$ cat config.mk
export PLATFORM = sky130hd
export DESIGN_NAME = imem_loader
export DESIGN_NICKNAME = d
export VERILOG_FILES = /design/src/rtl/imem_loader.sv
export SDC_FILE = /design/constraint.sdc
export NUM_CORES = 1
export LEC_CHECK = 0
export ABC_AREA = 0
export CORE_MARGIN = 3
export CORE_UTILIZATION = 55
export DETAILED_ROUTE_END_ITERATION = 8
export GPL_TIMING_DRIVEN = 0
export PLACE_DENSITY = 0.83
export SLEW_MARGIN = 0
export SYNTH_ARGS = -nofsm -noshare
export SYNTH_HDL_FRONTEND = slang
export SYNTH_SLANG_ARGS = --single-unit
$ cat constraint.sdc
create_clock -name clk -period 3 [get_ports clk]
set_input_delay 0.6 -clock clk [delete_from_list [all_inputs] [get_ports clk]]
set_output_delay 0.6 -clock clk [all_outputs]
set_load 0.02 [all_outputs]
$ cat src/rtl/imem_loader.sv
// Byte-stream boot loader: fills instruction memory, then releases the core.
// Define LOADER_CHKSUM_EN to require a trailing XOR checksum byte.
module imem_loader #(
    parameter int ADDR_W      = 12,
    parameter int DEPTH_WORDS = 4096
) (
    input  logic              clk,
    input  logic              reset,
    input  logic              start,
    input  logic              in_valid,
    input  logic [7:0]        in_data,
    output logic              in_ready,
    output logic              wr_en,
    output logic [ADDR_W-1:0] wr_addr,
    output logic [31:0]       wr_data,
    output logic              core_hold,
    output logic              done,
    output logic              err
);

    localparam logic [2:0] S_CNT_LO = 3'd0;
    localparam logic [2:0] S_CNT_HI = 3'd1;
    localparam logic [2:0] S_DATA   = 3'd2;
`ifdef LOADER_CHKSUM_EN
    localparam logic [2:0] S_CHK    = 3'd3;
    localparam logic [2:0] S_FINISH = S_CHK;
`else
    localparam logic [2:0] S_FINISH = 3'd4;
`endif
    localparam logic [2:0] S_DONE   = 3'd4;
    localparam logic [2:0] S_ERR    = 3'd5;

    localparam logic [16:0] DEPTH_LIM = 17'(DEPTH_WORDS);

    logic [2:0]        state;
    logic [7:0]        cnt_lo;
    logic [15:0]       words_left;
    logic [ADDR_W-1:0] idx;
    logic [1:0]        byte_cnt;
    logic [23:0]       wbuf;
    logic [15:0]       count_n;
    logic              too_big;
    logic              accept;
`ifdef LOADER_CHKSUM_EN
    logic [7:0]        chk;
`endif

    assign count_n = {in_data, cnt_lo};
    assign too_big = {1'b0, count_n} > DEPTH_LIM;

    always_comb begin
        in_ready = reset && !start
                && (state != S_DONE) && (state != S_ERR);
    end

    assign accept = in_valid && in_ready;

    // Status flags are registered one cycle behind the state so that
    // done rises strictly after the final write strobe.
    always_ff @(posedge clk) begin
        wr_en <= 1'b0;
        if (!reset) begin
            state      <= S_CNT_LO;
            cnt_lo     <= '0;
            words_left <= '0;
            idx        <= '0;
            byte_cnt   <= '0;
            wbuf       <= '0;
            wr_addr    <= '0;
            wr_data    <= '0;
            core_hold  <= 1'b1;
            done       <= 1'b0;
            err        <= 1'b0;
`ifdef LOADER_CHKSUM_EN
            chk        <= '0;
`endif
        end else if (start) begin
            state     <= S_CNT_LO;
            idx       <= '0;
            byte_cnt  <= '0;
            core_hold <= 1'b1;
            done      <= 1'b0;
            err       <= 1'b0;
`ifdef LOADER_CHKSUM_EN
            chk       <= '0;
`endif
        end else begin
            core_hold <= (state != S_DONE);
            done      <= (state == S_DONE);
            err       <= (state == S_ERR);
            if (accept) begin
`ifdef LOADER_CHKSUM_EN
                chk <= chk ^ in_data;
`endif
                unique case (state)
                    S_CNT_LO: begin
                        cnt_lo <= in_data;
                        state  <= S_CNT_HI;
                    end
                    S_CNT_HI: begin
                        if (count_n == 16'd0) begin
                            state <= S_FINISH;
                        end else if (too_big) begin
                            state <= S_ERR;
                        end else begin
                            words_left <= count_n;
                            state      <= S_DATA;
                        end
                    end
                    S_DATA: begin
                        byte_cnt <= byte_cnt + 2'd1;
                        unique case (byte_cnt)
                            2'd0: wbuf[7:0]   <= in_data;
                            2'd1: wbuf[15:8]  <= in_data;
                            2'd2: wbuf[23:16] <= in_data;
                            default: begin
                                wr_en      <= 1'b1;
                                wr_addr    <= idx;
                                wr_data    <= {in_data, wbuf};
                                idx        <= idx + ADDR_W'(1);
                                words_left <= words_left - 16'd1;
                                if (words_left == 16'd1)
                                    state <= S_FINISH;
                            end
                        endcase
                    end
`ifdef LOADER_CHKSUM_EN
                    S_CHK: begin
                        state <= (in_data == chk) ? S_DONE : S_ERR;
                    end
`endif
                    default: ;
                endcase
            end
        end
    end

endmodule

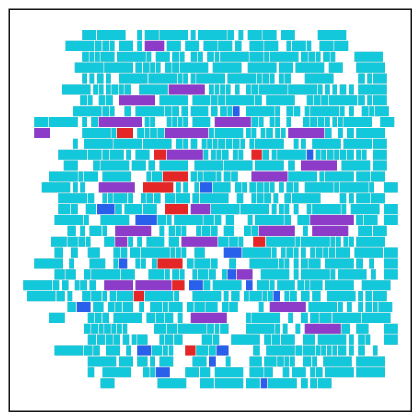
*Sizing map, run 1*
Scale: 4 px per um.
size	color	cells
drive 6 and up	purple	25
drive 3 to 4	red	11
drive 1 or less	cyan	633
drive 2	blue	17

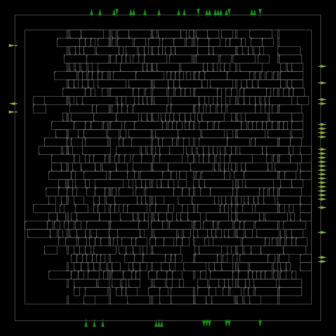
*Cell outlines without signal wires, run 1*
tap cells: 105
Rows: 33
final cell utilization of the core: 73.2%
number of fill cells: 627
floorplan core area: 8420 um^2

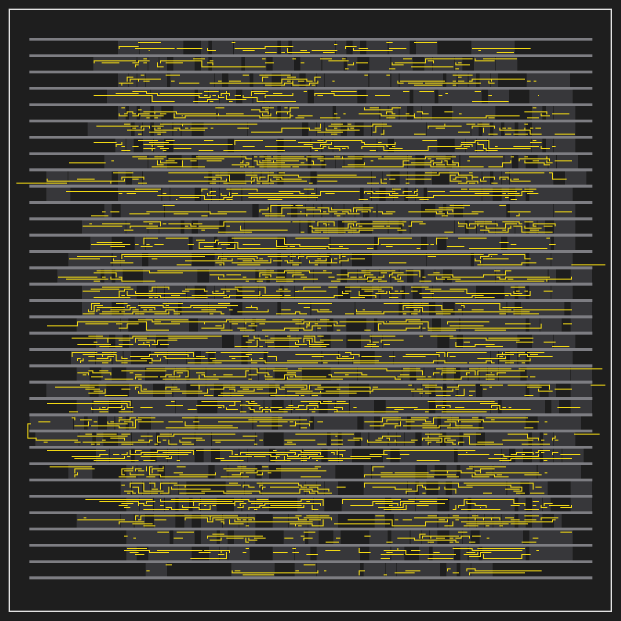
*The metal 1 layer, run 1*
Scale: 6 px per um. Supply wires on this layer in gray. Cells faint in the background.
wire length on this layer	5,450 um
main direction	horizontal
longest straight run	60.3 um
share of all routed wire	40%

==> run 1: through the flow <==
stage	hold slack, ps	util [%]	setup slack, ps	power (uW)	instances
floorplan	432	-	662	1610	597
global placement	442	66.3	-510	1660	760
detailed placement	445	66.3	-539	1660	760
CTS	365	73.2	100	3620	791
global route	374	73.2	4.55	3700	791
finish	375	73.2	96.0	3630	791
==> run 1: power by group through the flow <==
stage	sequential (uW)	clock, uW	combinational, uW
finish	1510	1990	124
global route	1510	2060	132
CTS	1510	1990	121
detailed placement	1540	0	119
global placement	1540	0	116
floorplan	1540	0	72.0
==> run 1: sequential cells by signal, summed over array words and instances, names as in the netlist <==
signal / count
wr_data: 32
wr_addr: 12
done: 1
cnt_lo: 8
words_left: 16
idx: 12
err: 1
state: 3
wbuf: 24
byte_cnt: 2
wr_en: 1
core_hold: 1
==> results.txt, run 1 <==
run results: diode count=0, wire length on met3=1.10 mm, Tmin final=2900 ps, router iterations before antenna repair=6, switching component of the power=814 uW, CP Data Required Time=3410 ps, inverter count of the layout excluding clock inverters=11, top library cells by usage in the layout, fill and taps aside=sky130_fd_sc_hd__nand2_1, sky130_fd_sc_hd__dfxtp_1, sky130_fd_sc_hd__a21oi_1, sky130_fd_sc_hd__clkdlybuf4s50_1, sky130_fd_sc_hd__nand3_1, category of the critical setup timing path=in -> reg, measured slew at the worst slew-check pin=819 ps, number of cells in Yosys stat=597, number of nets at floorplan=616, final setup violation count=0, Worst Setup EP=words_left[12], fraction of standard cell area that is sequential=36.7%, clock buffer and inverter area fraction after layout=9.48%, internal portion of total power=2810 uW, Primary FF master, synth=sky130_fd_sc_hd__dfxtp_1, startpoint of the worst hold path=in_data[2], wire length on met2=6.75 mm, Top-Level Pins=61, main combinational cell family by area after synthesis=simple AND/OR/NAND/NOR gates, clock slew at the register clock pins of the worst setup and hold paths=60 ps, result of the run=completed, Post-layout nets=692, clock share of power=54.9%, PD cells=588 nW/um^2, Final Slew Violations=0, maximum clock frequency=344 MHz, top cell class by occupied area=multi-input combinational cells, flops out of synthesis=113, leakage dissipation=0.00216 uW, met3 Resource Use GR=6.46%, met1 track demand over resource in global routing=34.4%, buffer cell driving the clock tree root=sky130_fd_sc_hd__clkbuf_8, stage-log warning count=30, ratio of cells with drive above 1 in the final layout=7.73%, startpoint of the worst-slack reg-to-reg timing path=byte_cnt[0], Gate Area=2400 um^2, area fraction in compound gates=17.2%, HPWL after detailed placement=9.00 mm, Mapped Avg Cell Area=8.16 um^2, worst reg2reg path endpoint=words_left[12], fraction of area in multi-input gates=39.0%, Seq cells=113, switching part of the total=22.5%
### I/O nets highlighted, run 1

Scale: 4 px per um.
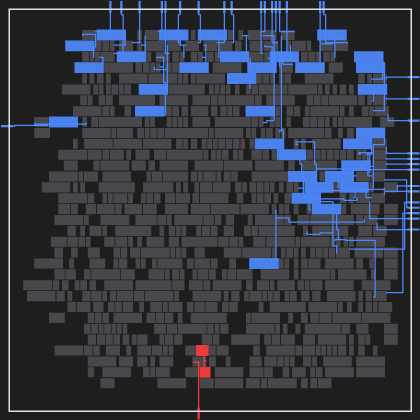

==> run 2: changes to the inputs <==
--- a/config.mk
+++ b/config.mk
@@ -6,7 +6,7 @@
 export NUM_CORES = 1
 export LEC_CHECK = 0
 export ABC_AREA = 0
-export CORE_MARGIN = 3
+export CORE_MARGIN = 2
 export CORE_UTILIZATION = 55
 export DETAILED_ROUTE_END_ITERATION = 8
 export GPL_TIMING_DRIVEN = 0
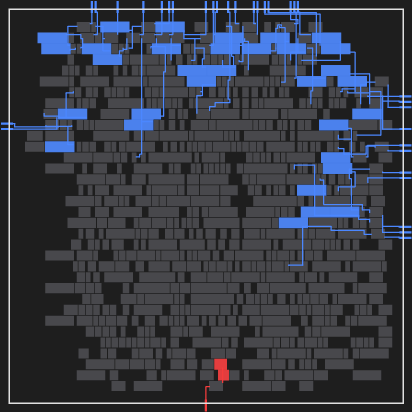
*I/O nets highlighted, run 2*
Scale: 4 px per um.
port	color	bits	direction	edge	end cells	buffers	wire
`wr_data`	blue	32	output	19 top, 11 right, 2 left	32	32	792 um
`in_valid`	red	1	input	bottom	2	1	8.20 um

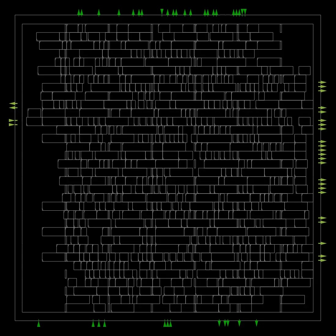
*Cell outlines without signal wires, run 2*
tap cells: 108
floorplan core area: 8640 um^2
number of fill cells: 588
fin cells: 794

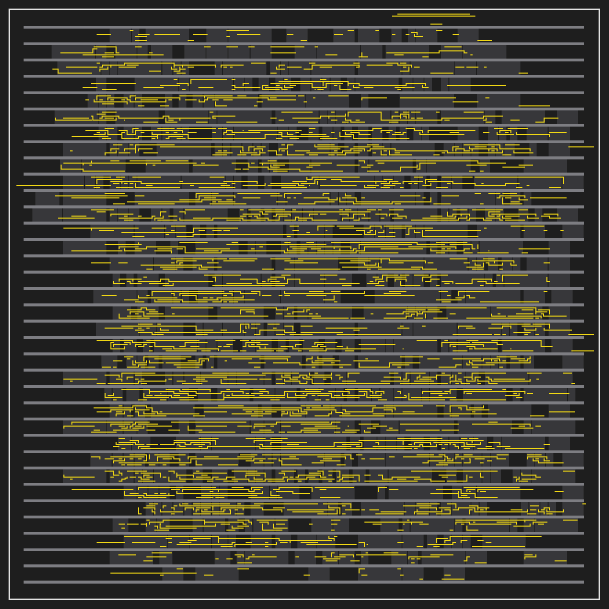
*The metal 1 layer, run 2*
Scale: 6 px per um. Supply wires on this layer in gray. Cells faint in the background.
longest straight run	33.1 um
main direction	horizontal

==> run 2 against run 1 <==
  * First-iteration DRC count grew 1.7%
  * Register-to-register slack better by 30 ps
  * Fmax increased by 2.8%
  * Clock power is 4% higher
  * Setup slack better by 78 ps
  * Total power increased by 2.1%
  * Clock skew fell by 0.77 ps
  * Critical path type is now in -> out
  * Critical endpoint is now in_ready
==> results.txt, run 2 <==
run results: result of the run=completed, ratio of cells with drive above 1 in the final layout=7.58%, wire length on met2=6.54 mm, power consumed by the clock network=2060 uW, top cell class by occupied area=multi-input combinational cells, HPWL after detailed placement=9.04 mm, max FFs per register=32, power consumed by sequential cells=1510 uW, registers with the most flip-flops=wr_data: 32 flops, wbuf: 24 flops, words_left: 16 flops, standard cell with the maximum stage delay on the critical path=sky130_fd_sc_hd__clkdlybuf4s50_1, Rows=34, Final Slew Violations=0, PD cells=597 nW/um^2, final cell utilization of the core=71.8%, number of cells in Yosys stat=597, Top-Level Pins=61, internal portion of total power=2940 uW, measured slew at the worst slew-check pin=872 ps, maximum clock frequency=354 MHz, Pwr Total=3700 uW, Post-layout nets=692, stage-log warning count=30, clock slew at the register clock pins of the worst setup and hold paths=50 ps, met1 track demand over resource in global routing=33.5%, XOR Share, Synth=1.98%, number of nets at floorplan=616, fraction of area in multi-input gates=38.8%, top library cells by usage in the layout, fill and taps aside=sky130_fd_sc_hd__nand2_1, sky130_fd_sc_hd__dfxtp_1, sky130_fd_sc_hd__a21oi_1, sky130_fd_sc_hd__clkdlybuf4s50_1, sky130_fd_sc_hd__nand3_1, clock buffer and inverter area fraction after layout=9.85%, clock share of power=55.8%, met3 Resource Use GR=6.23%, Power Combinational=125 uW, Gate Area=2400 um^2, category of the critical setup timing path=in -> out, largest power group=the clock network, Primary FF master, synth=sky130_fd_sc_hd__dfxtp_1, number of antenna violations at the first check in global routing=0, diode count=0, main combinational cell family by area after synthesis=simple AND/OR/NAND/NOR gates, final setup violation count=0, area fraction in compound gates=17.2%, switching part of the total=20.7%, flops out of synthesis=113, Mapped Avg Cell Area=8.16 um^2, router iterations before antenna repair=8, register name with the most flops=wr_data, leakage dissipation=0.00218 uW, Tmin final=2830 ps, switching component of the power=764 uW
## run 2: cell counts after synthesis
No cell type changed its count.
## run 2: worst max-delay path, delay by kind of cell
family        cells  cell delay, ps
buf+inv           4            1310
simple gates      2             310
## run 2: path summary, 6_finish.rpt
check                    from            end  slack (ps)
setup / recovery        reset       in_ready         170
hold / removal     in_data[2]    wr_data[26]         380
setup reg to reg  byte_cnt[0]  words_left[4]         390
hold reg to reg   wr_data[16]    wr_data[16]         450
## run 2: per-stage QoR
step	cell area, um^2	setup slack [ps]	hold slack, ps	std cells
CTS	6200	187	372	794
global placement	5590	-504	443	763
global route	6200	116	397	794
floorplan	4870	662	432	597
detailed placement	5590	-557	442	763
finish	6200	174	377	794
No activity file was given, so power comes from the tool's default toggle rates.
